**Run 1: I/O nets highlighted**

Drawn at 8 px/µm.
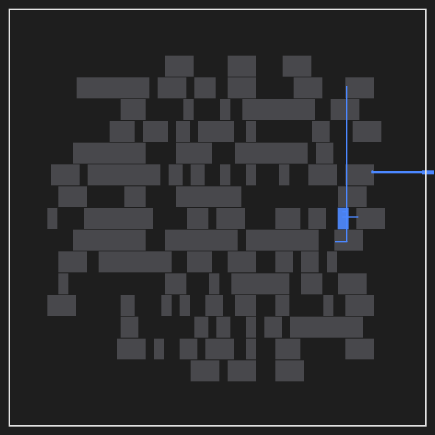
**Run 1: pin map**

Drawn at 6 px/µm. Pins as bars across the die edge, other pins in grey.
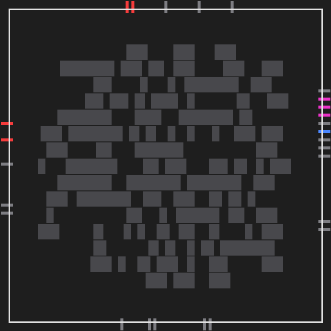
**Run 1: routing congestion map**

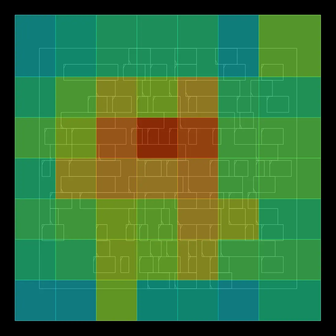
`src/rtl/exp_series_ctrl.sv`:
```
// rtl/exp_series_ctrl.sv - Moore FSM sequencing the Q8.8 series-evaluation datapath
module exp_series_ctrl #(
  parameter int MAX_TERMS = 8,
  parameter bit SQUARE_X  = 1'b0,
  parameter bit ALT_SIGN  = 1'b0
) (
  input  logic       clk,
  input  logic       rst_n,
  input  logic       start,
  input  logic       less_cmp,
  output logic       busy,
  output logic       done,
  output logic [3:0] terms,
  output logic       s1_rom,
  output logic       s1_x,
  output logic       s2_x,
  output logic       s2_tmp,
  output logic [2:0] s3,
  output logic       s4_in,
  output logic       s4_mult,
  output logic       ld_x,
  output logic       ld_y,
  output logic       ld_tmp,
  output logic       ld_ans,
  output logic       init_tmp,
  output logic       init_ans,
  output logic       sub
);

  typedef enum logic [2:0] {
    S_IDLE, S_LOAD, S_SQR, S_MUL_X, S_MUL_C, S_ACC, S_DONE
  } state_t;

  localparam logic [2:0] K_LAST = 3'(MAX_TERMS - 1);

  state_t     state, state_nxt;
  logic [2:0] k, k_nxt;
  logic [3:0] terms_nxt;

  always_ff @(posedge clk or negedge rst_n) begin
    if (!rst_n) begin
      state <= S_IDLE;
      k     <= 3'd0;
      terms <= 4'd0;
    end else begin
      state <= state_nxt;
      k     <= k_nxt;
      terms <= terms_nxt;
    end
  end

  // Outputs decode only state and k, so init_* presets never see input-driven glitches.
  always_comb begin
    state_nxt = state;
    k_nxt     = k;
    terms_nxt = terms;
    busy      = 1'b0;
    done      = 1'b0;
    s1_rom    = 1'b0;
    s2_x      = 1'b0;
    s3        = 3'd0;
    s4_in     = 1'b0;
    ld_x      = 1'b0;
    ld_y      = 1'b0;
    ld_tmp    = 1'b0;
    ld_ans    = 1'b0;
    init_tmp  = 1'b0;
    init_ans  = 1'b0;
    sub       = 1'b0;
    case (state)
      S_IDLE: begin
        if (start) begin
          state_nxt = S_LOAD;
          terms_nxt = 4'd0;
        end
      end
      S_LOAD: begin
        busy      = 1'b1;
        s4_in     = 1'b1;
        ld_x      = 1'b1;
        ld_y      = 1'b1;
        init_tmp  = 1'b1;
        init_ans  = 1'b1;
        k_nxt     = 3'd0;
        state_nxt = SQUARE_X ? S_SQR : S_MUL_X;
      end
      S_SQR: begin
        busy      = 1'b1;
        s2_x      = 1'b1;
        ld_x      = 1'b1;
        state_nxt = S_MUL_X;
      end
      S_MUL_X: begin
        busy      = 1'b1;
        ld_tmp    = 1'b1;
        state_nxt = S_MUL_C;
      end
      S_MUL_C: begin
        busy      = 1'b1;
        s1_rom    = 1'b1;
        s3        = k;
        ld_tmp    = 1'b1;
        state_nxt = S_ACC;
      end
      S_ACC: begin
        busy   = 1'b1;
        ld_ans = 1'b1;
        s3     = k;
        sub    = ALT_SIGN & ~k[0];
        if (less_cmp || k >= K_LAST) begin
          terms_nxt = 4'(k) + 4'd1;
          state_nxt = S_DONE;
        end else begin
          k_nxt     = k + 3'd1;
          state_nxt = S_MUL_X;
        end
      end
      S_DONE: begin
        busy      = 1'b1;
        done      = 1'b1;
        state_nxt = S_IDLE;
      end
      default: state_nxt = S_IDLE;
    endcase
  end

  assign s1_x    = ~s1_rom;
  assign s2_tmp  = ~s2_x;
  assign s4_mult = ~s4_in;

endmodule

```
`config.mk`:
```
export PLATFORM = sky130hd
export DESIGN_NAME = exp_series_ctrl
export DESIGN_NICKNAME = d
export VERILOG_FILES = /design/src/rtl/exp_series_ctrl.sv
export SDC_FILE = /design/constraint.sdc
export NUM_CORES = 1
export LEC_CHECK = 0
export ABC_AREA = 0
export CAP_MARGIN = 0
export CELL_PAD_IN_SITES_DETAIL_PLACEMENT = 1
export CELL_PAD_IN_SITES_GLOBAL_PLACEMENT = 1
export CORE_MARGIN = 4
export CORE_UTILIZATION = 35
export CTS_BUF_LIST = sky130_fd_sc_hd__clkbuf_4 sky130_fd_sc_hd__clkbuf_8
export CTS_CLUSTER_DIAMETER = 50
export DETAILED_ROUTE_END_ITERATION = 12
export PLACE_DENSITY = 0.92
export SYNTH_ARGS = -nofsm -noshare
export SYNTH_HDL_FRONTEND = slang
export SYNTH_SLANG_ARGS = --single-unit
export TNS_END_PERCENT = 1
```
`constraint.sdc`:
```
create_clock -name clk -period 2.9 [get_ports clk]
set_clock_uncertainty 0.1 [all_clocks]
set_input_delay 0.435 -clock clk [delete_from_list [all_inputs] [get_ports clk]]
set_output_delay 0.435 -clock clk [all_outputs]
set_load 0.005 [all_outputs]
```
==> impl_metrics.csv, run 1 <==
group,metric,value,unit
status,status,"complete, no violations",
setup_path,cp_top_family,"flip-flops",
placed_design,dp_worst_setup_slack,0.646,ns
clock_network,cts_root_buffer,"clkbuf_4",
detailed_routing,wl_met1,701,µm
detailed_routing,wire_per_inst,14.0,µm
clock_network,cts_tree,"yes",
job,warning_count,26,
setup_path,crit_end,"init_tmp",
placed_design,placed_cells,110,
sta,slew_violations,0,
cells_and_area,inv_count,7,
clock_network,postCtsSetupBuffers,0,
sta,max_freq,396,MHz
clock_network,cts_resized,0,
cells_and_area,sh_seq_area,27.6,%
synthesis,xor_area_share,1.30,%
sta,worst_slack,0.372,ns
placed_design,place_area,883,µm²
synthesis,ff_type,"dfrtp_1",
cells_and_area,dominant_cells,"multi-input combinational cells",
cells_and_area,reg.largest.list,"terms: 4 flops, k: 3 flops, state: 3 flops",
sta,period_used_share,87.2,%
global_route,grt_pass1_wl,2730,µm
sta,fin_hold_ws,0.386,ns
global_route,grt_max_degree,15,
synthesis,yosysTopAreaCell,"dfrtp_1",
synthesis,synth_top_area_share,37.1,%
placed_design,hpwl,1260,µm
setup_path,arrival,1.99,ns
power_and_ir_drop,irDropWorstVdd,0.000484,V
die,dieArea,2690,µm²
setup_path,crit_path_max_incr_delay,0.63,ns
global_route,grt_use_met3,2.01,%
synthesis,yosys_warnings,0,
sta,finalCriticalPeriod,2.53,ns
power_and_ir_drop,swShare,38.0,%
setup_path,crit_buf_inv,2,
setup_path,critPathMaxFanout,11,
synthesis,topCombFamilyByArea,"simple AND/OR/NAND/NOR gates",
cells_and_area,clkCellAreaFrac,2.49,%
global_route,grt_busiest_layer,"met2",
## Picture notes: 'I/O nets highlighted'
[blue] ld_y | direction: output | end cells: 1 | buffers: 1 | wire: 29.4 µm
number of I/O port buffers: 24
I/O pins: 26

## Picture notes: 'pin map'
[blue] ld_y | pins: 1 | direction: output | edge: right
[magenta] s3 | pins: 3 | direction: output | edge: right
[red] terms | pins: 4 | direction: output | edge: 2 left, 2 top
all pins by edge: 11 right, 5 bottom, 5 top, 5 left
die extent in x: 51.9 µm
Die Height: 51.9 µm

## Picture notes: 'routing congestion map'
Post-Route Utilization: 50.8%
GRT Total Usage: 14.2%

==> run 2: changes to the inputs <==
--- a/config.mk
+++ b/config.mk
@@ -6,7 +6,7 @@
 export NUM_CORES = 1
 export LEC_CHECK = 0
 export ABC_AREA = 0
-export CAP_MARGIN = 0
+export CAP_MARGIN = 40
 export CELL_PAD_IN_SITES_DETAIL_PLACEMENT = 1
 export CELL_PAD_IN_SITES_GLOBAL_PLACEMENT = 1
 export CORE_MARGIN = 4
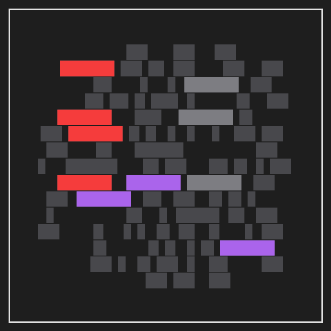
**Above:** run 2 (register map, names as in the netlist).
Drawn at 6 px/µm. Other sequential cells in the stronger grey, the rest of the logic in the fainter grey.
[purple] state | flops: 3
[red] terms | flops: 4
flop share of the area: 27.6%
Seq group: 0.000278 W
Reg area: 250 µm²

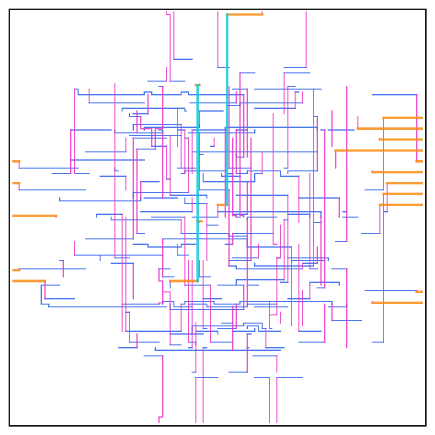
**Above:** run 2 (wiring by layer).
Drawn at 8 px/µm.
[blue] met1 | wire length: 702 µm
[magenta] met2 | wire length: 750 µm
[cyan] met4 | wire length: 48.3 µm
[orange] met3 | wire length: 77.7 µm
via count: 553
per-cell routed wire length: 14.0 µm
final wirelength: 1580 µm

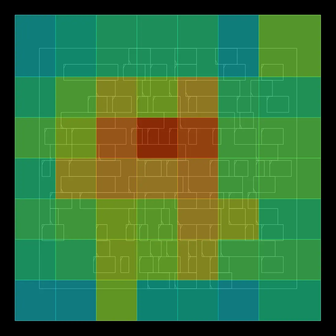
**Above:** run 2 (routing congestion map).
GRT met3 Usage: 2.01%
GR Util met1: 18.5%
M2 GR Usage: 21.8%
busiest layer in global routing: met2

==> impl_metrics.csv, run 2 <==
group,metric,value,unit
status,status,"complete, no violations",
power_and_ir_drop,irDropWorstVdd,0.000484,V
die,fp.dieH,51.9,µm
synthesis,synth_top_area_share,37.1,%
synthesis,yosysTopAreaCell,"dfrtp_1",
cells_and_area,inv_count,7,
clock_network,cts_tree,"yes",
cells_and_area,fin_util,50.8,%
sta,worst_slack,0.372,ns
power_and_ir_drop,p_clk_share,11.2,%
cells_and_area,reg.largest.list,"terms: 4 flops, k: 3 flops, state: 3 flops",
global_route,grt_pass1_wl,2730,µm
synthesis,topCombFamilyByArea,"simple AND/OR/NAND/NOR gates",
detailed_routing,wl_met1,701,µm
setup_path,crit_end,"init_tmp",
synthesis,yosys_warnings,0,
sta,slew_violations,0,
placed_design,hpwl,1260,µm
setup_path,crit_buf_inv,2,
sta,finalCriticalPeriod,2.53,ns
die,ioPinCount,26,
sta,fin_hold_ws,0.386,ns
clock_network,clkTransAtPathRegs,0.06,ns
sta,period_used_share,87.2,%
synthesis,xor_area_share,1.30,%
die,dieArea,2690,µm²
global_route,grt_usage,14.2,%
setup_path,crit_path_max_incr_delay,0.63,ns
clock_network,postCtsSetupBuffers,0,
cells_and_area,clkCellAreaFrac,2.49,%
clock_network,cts_root_buffer,"clkbuf_4",
cells_and_area,dominant_cells,"multi-input combinational cells",
setup_path,critPathMaxFanout,11,
sta,max_freq,396,MHz
clock_network,cts_resized,0,
synthesis,ff_type,"dfrtp_1",
setup_path,arrival,1.99,ns
placed_design,numPortBuffers,24,
power_and_ir_drop,power_leakage,0.408,nW
die,die_w,51.9,µm
placed_design,placed_cells,110,
Power is estimated from default activity; no workload was simulated.
